**src/rtl/debounce_pkg.sv**
```systemverilog
`default_nettype none
// ============================================================================
//  Package     : debounce_pkg
//  Description : Shared types and default constants for the multi-channel
//                push-button debounce controller.
//  Revision    : 1.0 - initial release
// ============================================================================
package debounce_pkg;

  // Per-channel debounce state; the two CHK states qualify a candidate change.
  typedef enum logic [1:0] {
    RELEASED    = 2'd0,
    PRESS_CHK   = 2'd1,
    PRESSED     = 2'd2,
    RELEASE_CHK = 2'd3
  } btn_state_t;

  // Defaults: 1 ms sample tick at 1 GHz-class clocks down to 10 ms at 100 MHz.
  localparam int c_TICK_DIV_DEFAULT     = 1_000_000;
  localparam int c_STABLE_TICKS_DEFAULT = 4;
  localparam int c_REPEAT_TICKS_DEFAULT = 50;

endpackage : debounce_pkg
`default_nettype wire

```
**src/rtl/tick_gen.sv**
```systemverilog
`default_nettype none
// ============================================================================
//  Module      : tick_gen
//  Description : Free-running divider producing a registered one-clock sample
//                strobe every TICK_DIV system clocks. The strobe is high for
//                the clock following the counter reaching TICK_DIV-1.
//  Revision    : 1.0 - initial release
// ============================================================================
module tick_gen
  import debounce_pkg::*;
#(
  parameter int TICK_DIV = c_TICK_DIV_DEFAULT
) (
  input  logic clk,
  input  logic reset,
  output logic tick
);

  localparam int                 c_CNT_W = $clog2(TICK_DIV);
  localparam logic [c_CNT_W-1:0] c_LAST  = c_CNT_W'(TICK_DIV - 1);

  logic [c_CNT_W-1:0] r_cnt;
  logic               r_tick;

  // Divider counter 0..TICK_DIV-1 with a registered strobe on terminal count.
  always_ff @(posedge clk) begin
    if (reset) begin
      r_cnt  <= '0;
      r_tick <= 1'b0;
    end else begin
      r_tick <= (r_cnt == c_LAST);
      if (r_cnt == c_LAST) begin
        r_cnt <= '0;
      end else begin
        r_cnt <= r_cnt + c_CNT_W'(1);
      end
    end
  end

  assign tick = r_tick;

endmodule : tick_gen
`default_nettype wire

```
**src/rtl/button_debounce_ctrl.sv**
```systemverilog
`default_nettype none
// ============================================================================
//  Module      : button_debounce_ctrl
//  Description : N_BTN-channel push-button debouncer. Each raw input is
//                synchronised with two flops, then qualified by a per-channel
//                FSM that accepts a change only after STABLE_TICKS consecutive
//                sample ticks of the new value. Produces a clean level and a
//                single-clock press pulse per channel. All logic runs on clk,
//                with the shared tick used purely as an enable.
//  Options     : `define DEBOUNCE_AUTOREPEAT_EN to emit an extra press pulse
//                every REPEAT_TICKS ticks while a button stays pressed.
//  Revision    : 1.0 - initial release
// ============================================================================
module button_debounce_ctrl
  import debounce_pkg::*;
#(
  parameter int N_BTN        = 4,
  parameter int TICK_DIV     = c_TICK_DIV_DEFAULT,
  parameter int STABLE_TICKS = c_STABLE_TICKS_DEFAULT,
  parameter int REPEAT_TICKS = c_REPEAT_TICKS_DEFAULT
) (
  input  logic             clk,
  input  logic             reset,
  input  logic [N_BTN-1:0] btn_in,
  output logic [N_BTN-1:0] btn_level,
  output logic [N_BTN-1:0] btn_pulse,
  output logic             tick
);

  localparam int                 c_CNT_W       = $clog2(STABLE_TICKS + 1);
  localparam logic [c_CNT_W-1:0] c_STABLE_LAST = c_CNT_W'(STABLE_TICKS - 1);

  // Reject illegal configurations at elaboration time.
  if (N_BTN < 1 || TICK_DIV < 2 || STABLE_TICKS < 1 || REPEAT_TICKS < 1) begin : g_param_err
    $error("button_debounce_ctrl: illegal parameter value");
  end

  logic [N_BTN-1:0] r_sync_q1;
  logic [N_BTN-1:0] r_sync_q2;
  logic             w_tick;

  // Two-flop synchroniser on every raw button input.
  always_ff @(posedge clk) begin
    if (reset) begin
      r_sync_q1 <= '0;
      r_sync_q2 <= '0;
    end else begin
      r_sync_q1 <= btn_in;
      r_sync_q2 <= r_sync_q1;
    end
  end

  tick_gen #(
    .TICK_DIV (TICK_DIV)
  ) u_tick_gen (
    .clk   (clk),
    .reset (reset),
    .tick  (w_tick)
  );

  assign tick = w_tick;

  for (genvar g = 0; g < N_BTN; g++) begin : g_chan
    btn_state_t         r_state;
    logic [c_CNT_W-1:0] r_cnt;
    logic               r_level;
    logic               r_pulse;
    logic               w_s;

    assign w_s = r_sync_q2[g];

`ifdef DEBOUNCE_AUTOREPEAT_EN
    localparam int                 c_REP_W    = $clog2(REPEAT_TICKS + 1);
    localparam logic [c_REP_W-1:0] c_REP_LAST = c_REP_W'(REPEAT_TICKS - 1);

    logic [c_REP_W-1:0] r_rep;

    // Debounce FSM with auto-repeat; bounce back to the old level beats a tick.
    always_ff @(posedge clk) begin
      if (reset) begin
        r_state <= RELEASED;
        r_cnt   <= '0;
        r_rep   <= '0;
        r_level <= 1'b0;
        r_pulse <= 1'b0;
      end else begin
        r_pulse <= 1'b0;
        case (r_state)
          RELEASED: begin
            if (w_s) begin
              r_state <= PRESS_CHK;
              r_cnt   <= '0;
            end
          end
          PRESS_CHK: begin
            if (!w_s) begin
              r_state <= RELEASED;
            end else if (w_tick) begin
              if (r_cnt == c_STABLE_LAST) begin
                r_state <= PRESSED;
                r_level <= 1'b1;
                r_pulse <= 1'b1;
                r_rep   <= '0;
              end else begin
                r_cnt <= r_cnt + c_CNT_W'(1);
              end
            end
          end
          PRESSED: begin
            if (!w_s) begin
              r_state <= RELEASE_CHK;
              r_cnt   <= '0;
            end else if (w_tick) begin
              if (r_rep == c_REP_LAST) begin
                r_rep   <= '0;
                r_pulse <= 1'b1;
              end else begin
                r_rep <= r_rep + c_REP_W'(1);
              end
            end
          end
          RELEASE_CHK: begin
            if (w_s) begin
              r_state <= PRESSED;
              r_rep   <= '0;
            end else if (w_tick) begin
              if (r_cnt == c_STABLE_LAST) begin
                r_state <= RELEASED;
                r_level <= 1'b0;
              end else begin
                r_cnt <= r_cnt + c_CNT_W'(1);
              end
            end
          end
          default: r_state <= RELEASED;
        endcase
      end
    end
`else
    // Debounce FSM; bounce back to the old level beats a tick in the same cycle.
    always_ff @(posedge clk) begin
      if (reset) begin
        r_state <= RELEASED;
        r_cnt   <= '0;
        r_level <= 1'b0;
        r_pulse <= 1'b0;
      end else begin
        r_pulse <= 1'b0;
        case (r_state)
          RELEASED: begin
            if (w_s) begin
              r_state <= PRESS_CHK;
              r_cnt   <= '0;
            end
          end
          PRESS_CHK: begin
            if (!w_s) begin
              r_state <= RELEASED;
            end else if (w_tick) begin
              if (r_cnt == c_STABLE_LAST) begin
                r_state <= PRESSED;
                r_level <= 1'b1;
                r_pulse <= 1'b1;
              end else begin
                r_cnt <= r_cnt + c_CNT_W'(1);
              end
            end
          end
          PRESSED: begin
            if (!w_s) begin
              r_state <= RELEASE_CHK;
              r_cnt   <= '0;
            end
          end
          RELEASE_CHK: begin
            if (w_s) begin
              r_state <= PRESSED;
            end else if (w_tick) begin
              if (r_cnt == c_STABLE_LAST) begin
                r_state <= RELEASED;
                r_level <= 1'b0;
              end else begin
                r_cnt <= r_cnt + c_CNT_W'(1);
              end
            end
          end
          default: r_state <= RELEASED;
        endcase
      end
    end
`endif

    assign btn_level[g] = r_level;
    assign btn_pulse[g] = r_pulse;
  end

endmodule : button_debounce_ctrl
`default_nettype wire

```
**config.mk**
```make
export PLATFORM = sky130hd
export DESIGN_NAME = button_debounce_ctrl
export DESIGN_NICKNAME = d
export VERILOG_FILES = /design/src/rtl/debounce_pkg.sv /design/src/rtl/tick_gen.sv /design/src/rtl/button_debounce_ctrl.sv
export SDC_FILE = /design/constraint.sdc
export NUM_CORES = 1
export LEC_CHECK = 0
export CORE_UTILIZATION = 30
export CTS_CLUSTER_DIAMETER = 120
export CTS_CLUSTER_SIZE = 28
export DETAILED_ROUTE_END_ITERATION = 16
export PLACE_DENSITY = 0.51
export SLEW_MARGIN = 5
export SYNTH_ARGS = -nofsm -noshare
export SYNTH_HDL_FRONTEND = slang
export SYNTH_SLANG_ARGS = --single-unit
```
**constraint.sdc**
```tcl
create_clock -name clk -period 1.7 [get_ports clk]
set_clock_uncertainty 0.05 [all_clocks]
set_input_delay 0.17 -clock clk [delete_from_list [all_inputs] [get_ports clk]]
set_output_delay 0.17 -clock clk [all_outputs]
set_load 0.03 [all_outputs]
```
==> results.yml <==
# generated from flow reports
cts:
  cts_buffer_depth: 2
  insertion_delay_ns: 0.33
  cts_tree: "yes"
  cts-root-buf: "clkbuf_8"
  clock_sinks: 57
synth:
  synthesis.area_mm2: 0.002569
  ys_area_mm2: 0.002569
  top_cell: "dfxtp_1"
  syn_avg_cell_area_um2: 9.444
  ys_cells: 272
  syn_nets: 291
  synth_flops: 57
  ys_top_cells_by_area: "dfxtp_1 (44%), ha_1 (6.3%), xnor2_1 (6.1%), nor2_1 (5.7%), mux2i_1 (3.9%)"
run_status:
  violations: "negative setup slack"
  outcome: "complete, but fails checks"
pwr:
  irDropWorstVdd_mv: 0.3731
  p_per_area_mw_per_mm2: 847.3
  p_leak_nw: 1.139
final_timing:
  fin_hold_ws_ns: 0.3448
  finalSetupViolations: 3
  timing.final.ws_setup_ns: -0.01584
  drv_slew: 0
  timing.final.crit_share: 1.009
  rsz0062_at_grt: "yes"
  tightestPinTransition_ns: 0.3591
  final-hold-violation-count: 0
worst_setup_path:
  endpoint_kind: "register"
  critical_path_arrival_ns: 1.88
  critPathLaunchType: "register"
  crit_path_top_delay_cell: "or4_4"
global_route:
  grt_max_degree: 24
  gr-max-usage-layer: "met2"
  use_met2: 0.2240
  grt-ovfl-total: 0
placed_design:
  place_ws_ns: -0.08033
  gp_congestion: 0.7241
floorplanning:
  num_rows: 33
  chipArea_mm2: 0.008937
  fp_util: 0.3111
  ios: 15
hold_path:
  hp-class: "input pin to register"
routing:
  drc: 0
  num_vias: 1960
  firstDrtPassIters: 4
  drt.antenna.violating_nets: 0
layout:
  num_antenna_cells: 0
==> layout make-up <==
cell class | instances | area [µm²]
clock buffer | 12 | 165.2
clock inverter | 4 | 50.05
fill | 838 | 4962
inverter | 9 | 33.78
multi-input combinational | 189 | 1385
sequential | 57 | 1149
tap | 105 | 131.4
timing repair buffer | 41 | 381.6
==> cell usage in the layout, fill, tap and decap left out, types with 2 or more instances in the layout <==
cell	count
dfxtp_2	6
clkinvlp_4	2
nor2b_1	11
and3_1	4
nor4b_1	5
nand2_1	10
clkbuf_8	12
a211oi_1	3
nor2_2	4
xnor2_1	18
buf_12	3
inv_1	9
a311oi_1	3
clkdlybuf4s50_1	13
nor2_4	7
mux2i_1	10
nor2_1	28
nor4_1	8
nand4_1	5
buf_4	24
nor4_2	2
a21oi_1	7
o21ai_0	5
nand3_1	12
a41oi_1	3
a21o_1	2
dfxtp_1	51
a22oi_1	3
nor3_1	8
ha_1	12
nand2b_1	4
==> per-layer routing <==
metal,vias to the layer above,routed length [µm]
li1,1018,-
met1,914,2240
met2,24,2438
met3,4,146
met4,0,55
met5,-,0
==> registers in the layout, indices dropped and copies added, names as in the netlist, named ones only <==
signal / cells
g_chan.r_cnt: 12
g_chan.r_level: 4
g_chan.r_pulse: 4
g_chan.r_state: 4
r_sync_q1: 4
r_sync_q2: 4
u_tick_gen.r_cnt: 20
u_tick_gen.tick: 1
==> cell families after synthesis <==
kind of cell | Yosys count | synth area share
AND/OR/NAND/NOR | 117 | 0.2504
flip-flops | 57 | 0.4442
AND-OR/OR-AND | 30 | 0.08378
buffers and inverters | 26 | 0.05455
XOR/XNOR | 19 | 0.06478
adder cells (fa/ha/maj) | 13 | 0.06332
multiplexers | 10 | 0.03897
==> power breakdown <==
part           switching [mW]  total (mW)  internal, mW
clock network           0.524        1.32         0.794
logic                  0.0496       0.104        0.0548
registers              0.0158        1.37          1.35
==> stage by stage <==
step,power [mW],TNS (ns),instance area (µm²)
finish,2.792,-0.02101,3296
global route,2.926,-0.7212,3296
CTS,2.868,-0.7161,3248
detailed placement,1.490,-1.399,2963
global placement,1.490,-1.149,2963
floorplan,1.445,-1.129,2582
==> final timing paths <==
check                                  from                              end  slack, ns  depth (start not counted)
max reg2reg  u_tick_gen.r_cnt[0]$_SDFF_PP0_  u_tick_gen.r_cnt[16]$_SDFF_PP0_      -0.02                          6
min reg2reg         r_sync_q1[1]$_SDFF_PP0_          r_sync_q2[1]$_SDFF_PP0_       0.38                          1
min                               btn_in[2]          r_sync_q1[2]$_SDFF_PP0_       0.34                          2
max          u_tick_gen.r_cnt[0]$_SDFF_PP0_  u_tick_gen.r_cnt[16]$_SDFF_PP0_      -0.02                          6
==> worst max-delay path: cells and delay by family, from the launching register on <==
kind	cells	cell delay, ns
and+or+nand+nor	3	0.68
DFF	1	0.35
AOI/OAI and AO/OA	1	0.18
buffers and inverters	1	0.18
adders and majority gates	1	0.15
==> what timing repair did <==
action / in CTS / in global routing
endpoints found under the setup margin: 19 / 18
hold buffers: 0 / 0
buffers inserted: 3 / 1
cloned: 1 / 0
pin swaps: 12 / 8
gates resized: 6 / 23
### A small window of the routed layout

Window x 35 to 60, y 16 to 41 µm. Cells in gray, sequential cells in the stronger gray; small squares are vias.
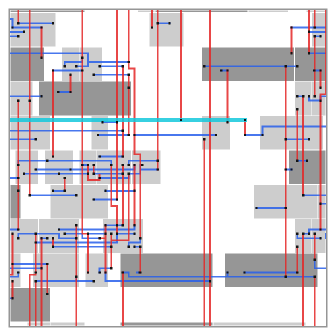
[red] M2
[blue] M1
[cyan] M3
most frequent: nor2_1 (5), dfxtp_1 (4), clkbuf_8 (3)
cells with their middle in the window: 28
netlist names of flops here include: g_chan.r_cnt (2)
sequential cells in the window: 4

### Ports around the boundary

Scale: 4 px per µm. Pins as bars across the die edge, other pins in gray.
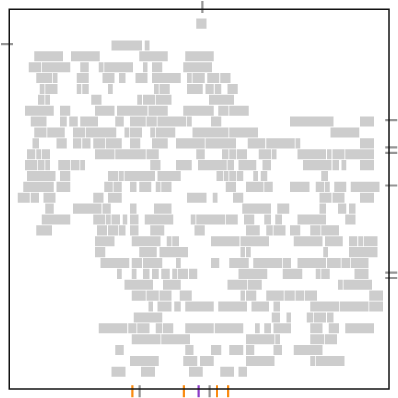
[orange] btn_in | pins: 4 | direction: input | edge: bottom
[purple] reset | pins: 1 | direction: input | edge: bottom
die width: 94.54 µm
Buffers on Ports: 14

### Gate-type map

Scale: 3 px per µm.
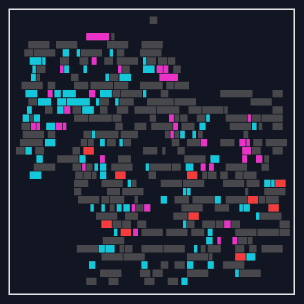
[red] mux cells | cells: 10
[cyan] nor cells | cells: 76 | where: all over the die
[magenta] nand cells | cells: 34
Comb/total area: 0.4203
final non-filler cell total: 417
most used logic cell in the final layout: dfxtp_1

Power is estimated from default activity; no workload was simulated.
